File: config.mk
export PLATFORM = sky130hd
export DESIGN_NAME = load_store_unit
export DESIGN_NICKNAME = d
export VERILOG_FILES = /design/src/rtl/load_store_unit.sv
export SDC_FILE = /design/constraint.sdc
export NUM_CORES = 1
export LEC_CHECK = 0
export ABC_AREA = 1
export CAP_MARGIN = 0
export CORE_MARGIN = 2
export CORE_UTILIZATION = 44
export CTS_CLUSTER_SIZE = 24
export DETAILED_ROUTE_END_ITERATION = 7
export PLACE_DENSITY = 0.8
export SLEW_MARGIN = 20
export SYNTH_ARGS = -nofsm -noshare
export SYNTH_HDL_FRONTEND = slang
export SYNTH_SLANG_ARGS = --single-unit
File: constraint.sdc
create_clock -name clk -period 1.95 [get_ports clk]
set_clock_uncertainty 0.1 [all_clocks]
set_input_delay 0.39 -clock clk [delete_from_list [all_inputs] [get_ports clk]]
set_output_delay 0.39 -clock clk [all_outputs]
set_load 0.1 [all_outputs]
File: src/rtl/load_store_unit.sv
// Load/store unit: one Avalon-MM read or write per memory instruction, with lane steering and load extension.
// Optional build macro LSU_ALIGN_CHECK_EN: misaligned accesses skip the bus and report align_err.
//
// state   | meaning
// IDLE    | ready for a request; req_ready=1
// READ    | mem_read asserted, waiting for mem_waitrequest=0
// WRITE   | mem_write asserted, waiting for mem_waitrequest=0
// RESP    | one-cycle resp_valid pulse back to the CPU
module load_store_unit #(
  parameter int ADDR_W = 32
) (
  input  logic              clk,
  input  logic              rst_n,
  input  logic              req_valid,
  output logic              req_ready,
  input  logic [5:0]        req_opcode,
  input  logic [ADDR_W-1:0] req_addr,
  input  logic [31:0]       req_wdata,
  input  logic [4:0]        req_rt,
  output logic              resp_valid,
  output logic              resp_we,
  output logic [31:0]       resp_rdata,
  output logic [4:0]        resp_rt,
  output logic              align_err,
  output logic [ADDR_W-1:0] mem_address,
  output logic              mem_read,
  output logic              mem_write,
  output logic [3:0]        mem_byteenable,
  output logic [31:0]       mem_writedata,
  input  logic [31:0]       mem_readdata,
  input  logic              mem_waitrequest
);

  localparam logic [5:0] OP_LB  = 6'd32;
  localparam logic [5:0] OP_LH  = 6'd33;
  localparam logic [5:0] OP_LW  = 6'd35;
  localparam logic [5:0] OP_LBU = 6'd36;
  localparam logic [5:0] OP_LHU = 6'd37;
  localparam logic [5:0] OP_SB  = 6'd40;
  localparam logic [5:0] OP_SH  = 6'd41;
  localparam logic [5:0] OP_SW  = 6'd43;

  typedef enum logic [1:0] {S_IDLE, S_READ, S_WRITE, S_RESP} state_t;

  state_t      r_state;
  logic [5:0]  r_opcode;
  logic [1:0]  r_addr_lo;

  logic        w_is_load;
  logic        w_is_store;
  logic        w_is_half;
  logic        w_is_word;
  logic        w_misaligned;
  logic [3:0]  w_be;
  logic [31:0] w_wdata;
  logic [7:0]  w_byte;
  logic [15:0] w_half;
  logic [31:0] w_load_data;

  assign req_ready = (r_state == S_IDLE);

  always_comb begin
    w_is_load  = (req_opcode == OP_LB) || (req_opcode == OP_LH) || (req_opcode == OP_LW) ||
                 (req_opcode == OP_LBU) || (req_opcode == OP_LHU);
    w_is_store = (req_opcode == OP_SB) || (req_opcode == OP_SH) || (req_opcode == OP_SW);
    w_is_half  = (req_opcode == OP_LH) || (req_opcode == OP_LHU) || (req_opcode == OP_SH);
    w_is_word  = (req_opcode == OP_LW) || (req_opcode == OP_SW);
  end

`ifdef LSU_ALIGN_CHECK_EN
  assign w_misaligned = (w_is_half && req_addr[0]) || (w_is_word && (req_addr[1:0] != 2'b00));
`else
  assign w_misaligned = 1'b0;
`endif

  // Lane enables and store data are computed from the request and registered at accept.
  always_comb begin
    w_be    = 4'b1111;
    w_wdata = req_wdata;
    case (req_opcode)
      OP_LB, OP_LBU, OP_SB: w_be = 4'b0001 << req_addr[1:0];
      OP_LH, OP_LHU, OP_SH: w_be = req_addr[1] ? 4'b1100 : 4'b0011;
      default:              w_be = 4'b1111;
    endcase
    case (req_opcode)
      OP_SB:   w_wdata = {4{req_wdata[7:0]}};
      OP_SH:   w_wdata = {2{req_wdata[15:0]}};
      default: w_wdata = req_wdata;
    endcase
  end

  always_comb begin
    w_byte = mem_readdata[7:0];
    case (r_addr_lo)
      2'd0: w_byte = mem_readdata[7:0];
      2'd1: w_byte = mem_readdata[15:8];
      2'd2: w_byte = mem_readdata[23:16];
      2'd3: w_byte = mem_readdata[31:24];
      default: w_byte = mem_readdata[7:0];
    endcase
    w_half = r_addr_lo[1] ? mem_readdata[31:16] : mem_readdata[15:0];
    case (r_opcode)
      OP_LB:   w_load_data = {{24{w_byte[7]}}, w_byte};
      OP_LBU:  w_load_data = {24'd0, w_byte};
      OP_LH:   w_load_data = {{16{w_half[15]}}, w_half};
      OP_LHU:  w_load_data = {16'd0, w_half};
      default: w_load_data = mem_readdata;
    endcase
  end

  always_ff @(posedge clk or negedge rst_n) begin
    if (!rst_n) begin
      r_state        <= S_IDLE;
      r_opcode       <= '0;
      r_addr_lo      <= '0;
      resp_valid     <= 1'b0;
      resp_we        <= 1'b0;
      resp_rdata     <= '0;
      resp_rt        <= '0;
      align_err      <= 1'b0;
      mem_address    <= '0;
      mem_read       <= 1'b0;
      mem_write      <= 1'b0;
      mem_byteenable <= '0;
      mem_writedata  <= '0;
    end else begin
      case (r_state)
        S_IDLE: begin
          if (req_valid) begin
            r_opcode  <= req_opcode;
            r_addr_lo <= req_addr[1:0];
            resp_rt   <= req_rt;
            if (w_misaligned) begin
              r_state    <= S_RESP;
              resp_valid <= 1'b1;
              resp_we    <= 1'b0;
              resp_rdata <= '0;
              align_err  <= 1'b1;
            end else if (w_is_load || w_is_store) begin
              r_state        <= w_is_load ? S_READ : S_WRITE;
              mem_read       <= w_is_load;
              mem_write      <= w_is_store;
              mem_address    <= {req_addr[ADDR_W-1:2], 2'b00};
              mem_byteenable <= w_be;
              mem_writedata  <= w_wdata;
            end else begin
              r_state    <= S_RESP;
              resp_valid <= 1'b1;
              resp_we    <= 1'b0;
              resp_rdata <= '0;
              align_err  <= 1'b0;
            end
          end
        end
        S_READ: begin
          if (!mem_waitrequest) begin
            r_state    <= S_RESP;
            mem_read   <= 1'b0;
            resp_valid <= 1'b1;
            resp_we    <= 1'b1;
            resp_rdata <= w_load_data;
            align_err  <= 1'b0;
          end
        end
        S_WRITE: begin
          if (!mem_waitrequest) begin
            r_state    <= S_RESP;
            mem_write  <= 1'b0;
            resp_valid <= 1'b1;
            resp_we    <= 1'b0;
            resp_rdata <= '0;
            align_err  <= 1'b0;
          end
        end
        S_RESP: begin
          r_state    <= S_IDLE;
          resp_valid <= 1'b0;
          resp_we    <= 1'b0;
          align_err  <= 1'b0;
        end
        default: r_state <= S_IDLE;
      endcase
    end
  end

endmodule
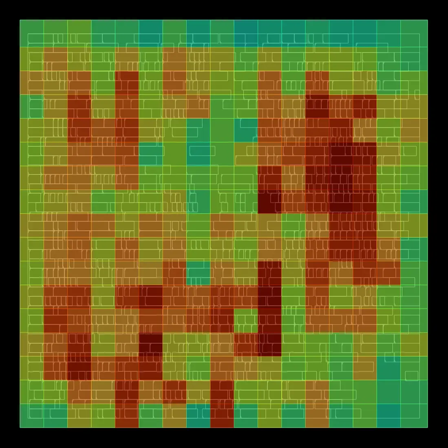
(congestion heat map)
global-route met2 utilization: 46.24%
wire length per cell after detailed routing: 16.96 microns
met3 Resource Use GR: 11.78%
all-layer global routing usage: 27.65%

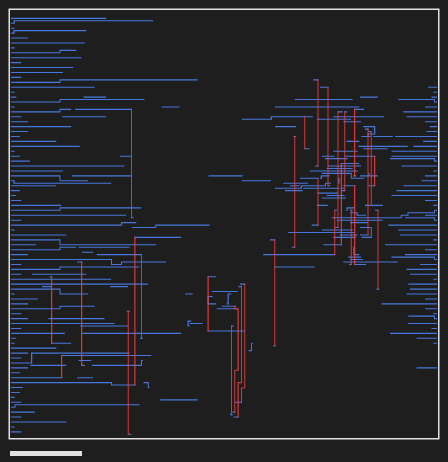
(routed metal, one color a layer)
The bar under the picture is 20 microns long. Two of the layers only.
layer	color	wire length
met4	red	678 microns
met3	blue	2,310 microns

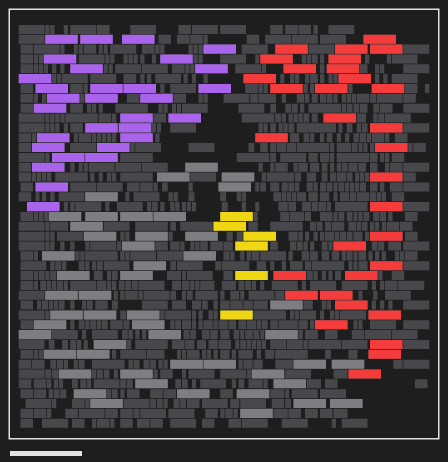
(where the registers sit)
The bar under the picture is 20 microns long. Other sequential cells in the stronger gray, the rest of the logic in the fainter gray.
netlist name	color	placed flops	where
`mem_address`	purple	30	north-west
`resp_rdata`	red	32	a vertical strip on the right
`r_opcode`	yellow	6	center
Layout Utilization: 80.14%
sequential cell area: 2928 sq um
register share of the cell area: 28.83%

==> flow report <==
==================================================================================
Pins Over Slew Limit ................................................            0
Top library cells by usage in the layout, fill and taps aside ....... 291 x nand2_1, 117 x dfrtp_1, 116 x buf_12
Number of buffers inserted by hold repair at cts ....................            1
Post-synth seq share ................................................       50.98%
Met1 track demand over resource in global routing ...................       30.81%
Post-DR vias/cell ...................................................        5.247
Uppermost routed layer ..............................................         met4
Area of the core .................................................... 12,670 sq um
Metal1 wirelength ...................................................     6.980 mm
Most numerous cell in the Yosys netlist .............................      nand2_1
Antenna viol nets, final ............................................            0
Highest-utilization routing layer at the global route stage .........         met2
Die X-Extent ........................................................ 118.2 microns
Multi-input gate area in the final layout ...........................   2489 sq um
Vias in the first global route ......................................        6,200
Synthesized area divided by synthesized cell count ..................  7.878 sq um
Data required time of the critical path .............................      2.19 ns
Initial DRT Pass Iterations .........................................            6
Final net count .....................................................        1,091
Wire length of the first global-routing pass ........................     30.69 mm
Reg-to-Reg Start ....................................................   r_state[0]
Final-report hold violation count ...................................            0
Share of final-layout standard cells stronger than drive strength 1 .       23.51%
Number of DRC markers in iteration 0 ................................          658
Tool warnings .......................................................           31
Clock Pin Slew Worst Setup and Hold Paths ...........................      0.05 ns
Critical-path maximum fanout ........................................            8
Chip Area ........................................................... 13,980 sq um
Placement-stage cell area ...........................................   9402 sq um
Layout Area Growth over Synthesis ...................................       76.82%
Top_reg_cell synth ..................................................      dfrtp_1
Met3 WL post-DR .....................................................     2.309 mm
Arrival time of data at the critical path endpoint ..................      2.16 ns
Kind of critical path ............................................... flip-flop to flip-flop
Leftover overflow at the end of global routing ......................            0
Dominant cell type by area after synthesis ..........................      dfrtp_1
Setup repair after global routing missed its margin .................          yes
Clock period minus final worst setup slack ..........................     1.920 ns
Total negative setup slack ..........................................         0 ns
Startpoint class of the critical path ...............................    flip-flop
Total via count in the routed design ................................        6,081
Critical path buffer and inverter count .............................            2
Clock buffers created by TritonCTS ..................................           17
Most frequent logic cell in the layout ..............................      nand2_1
# fillers ...........................................................          760
Highest clock frequency the design can meet .........................   0.5210 GHz
RD Place Congestion .................................................       0.8993
Hold Path Sink ......................................................  r_opcode[2]
Critical path endpoint category .....................................    flip-flop
Pin count of the biggest net entering global routing ................           89
Met2 Routed Length ..................................................     9.694 mm
Critical path destination ........................................... resp_rdata[13]
Antenna violations before repair ....................................            0
Max stage delay cell, worst path ....................................      dfrtp_1
Outcome ............................................................. finished, final reports clean
Reg-to-reg setup timing slack .......................................      0.03 ns
Clock H-tree levels .................................................            4
Worst r2r dst ....................................................... resp_rdata[13]
Total of buffers placed on input and output ports ...................          218
Top cells by area ................................................... dfrtp_1 51%, nand2_1 19%, o21ai_0 4.2%
#FFs+latches synth ..................................................          117
Number of ports placed on the die boundary ..........................          222
Startpoint of the worst setup timing path ...........................   r_state[0]
Clock network latency to the later pin of the worst-skew pair .......      0.41 ns
Final standard cell count with taps included and fillers excluded ...        1,159
Final worst-path cycle share ........................................       98.44%
Number of clock sinks ...............................................          117
Type of the worst min-delay path .................................... flip-flop to flip-flop
Hold wc startpoint ..................................................  r_opcode[2]
Biggest registers after layout ...................................... mem_writedata: 32 flops, resp_rdata: 32 flops, mem_address: 30 flops
CTS-repair resized insts ............................................            2
Commonest cells in the synthesized netlist .......................... 295 x nand2_1, 117 x dfrtp_1, 48 x o21ai_0
Count of maximum capacitance violations .............................            0
Post-route cell area ................................................ 10,150 sq um
Total cell area reported by yosys after synthesis ...................   5743 sq um
Number of cells produced by synthesis ...............................          729
Endpoints failing setup .............................................            0
Final worst-path setup slack ........................................   0.03043 ns
Number of synthesized flops with an enable pin ......................            0
Buffer depth of the longest clock path ..............................            2
==================================================================================
[cell type report]
type                    instances  area share, %
well taps                     172          2.119
repair buffers                266          37.30
flip-flops and latches        117          28.83
multi-input cells             523          24.51
inverters                      50          1.848
clock inverters                 4         0.4436
clock buffers                  27          4.953
[logic make-up after synthesis]
group | Yosys count | synth area share, %
mux | 6 | 1.176
flops | 117 | 50.98
simple gates | 399 | 29.48
other cells | 1 | 0.06530
buf+inv | 91 | 6.797
compound gates | 110 | 10.41
fa+ha+maj | 5 | 1.089
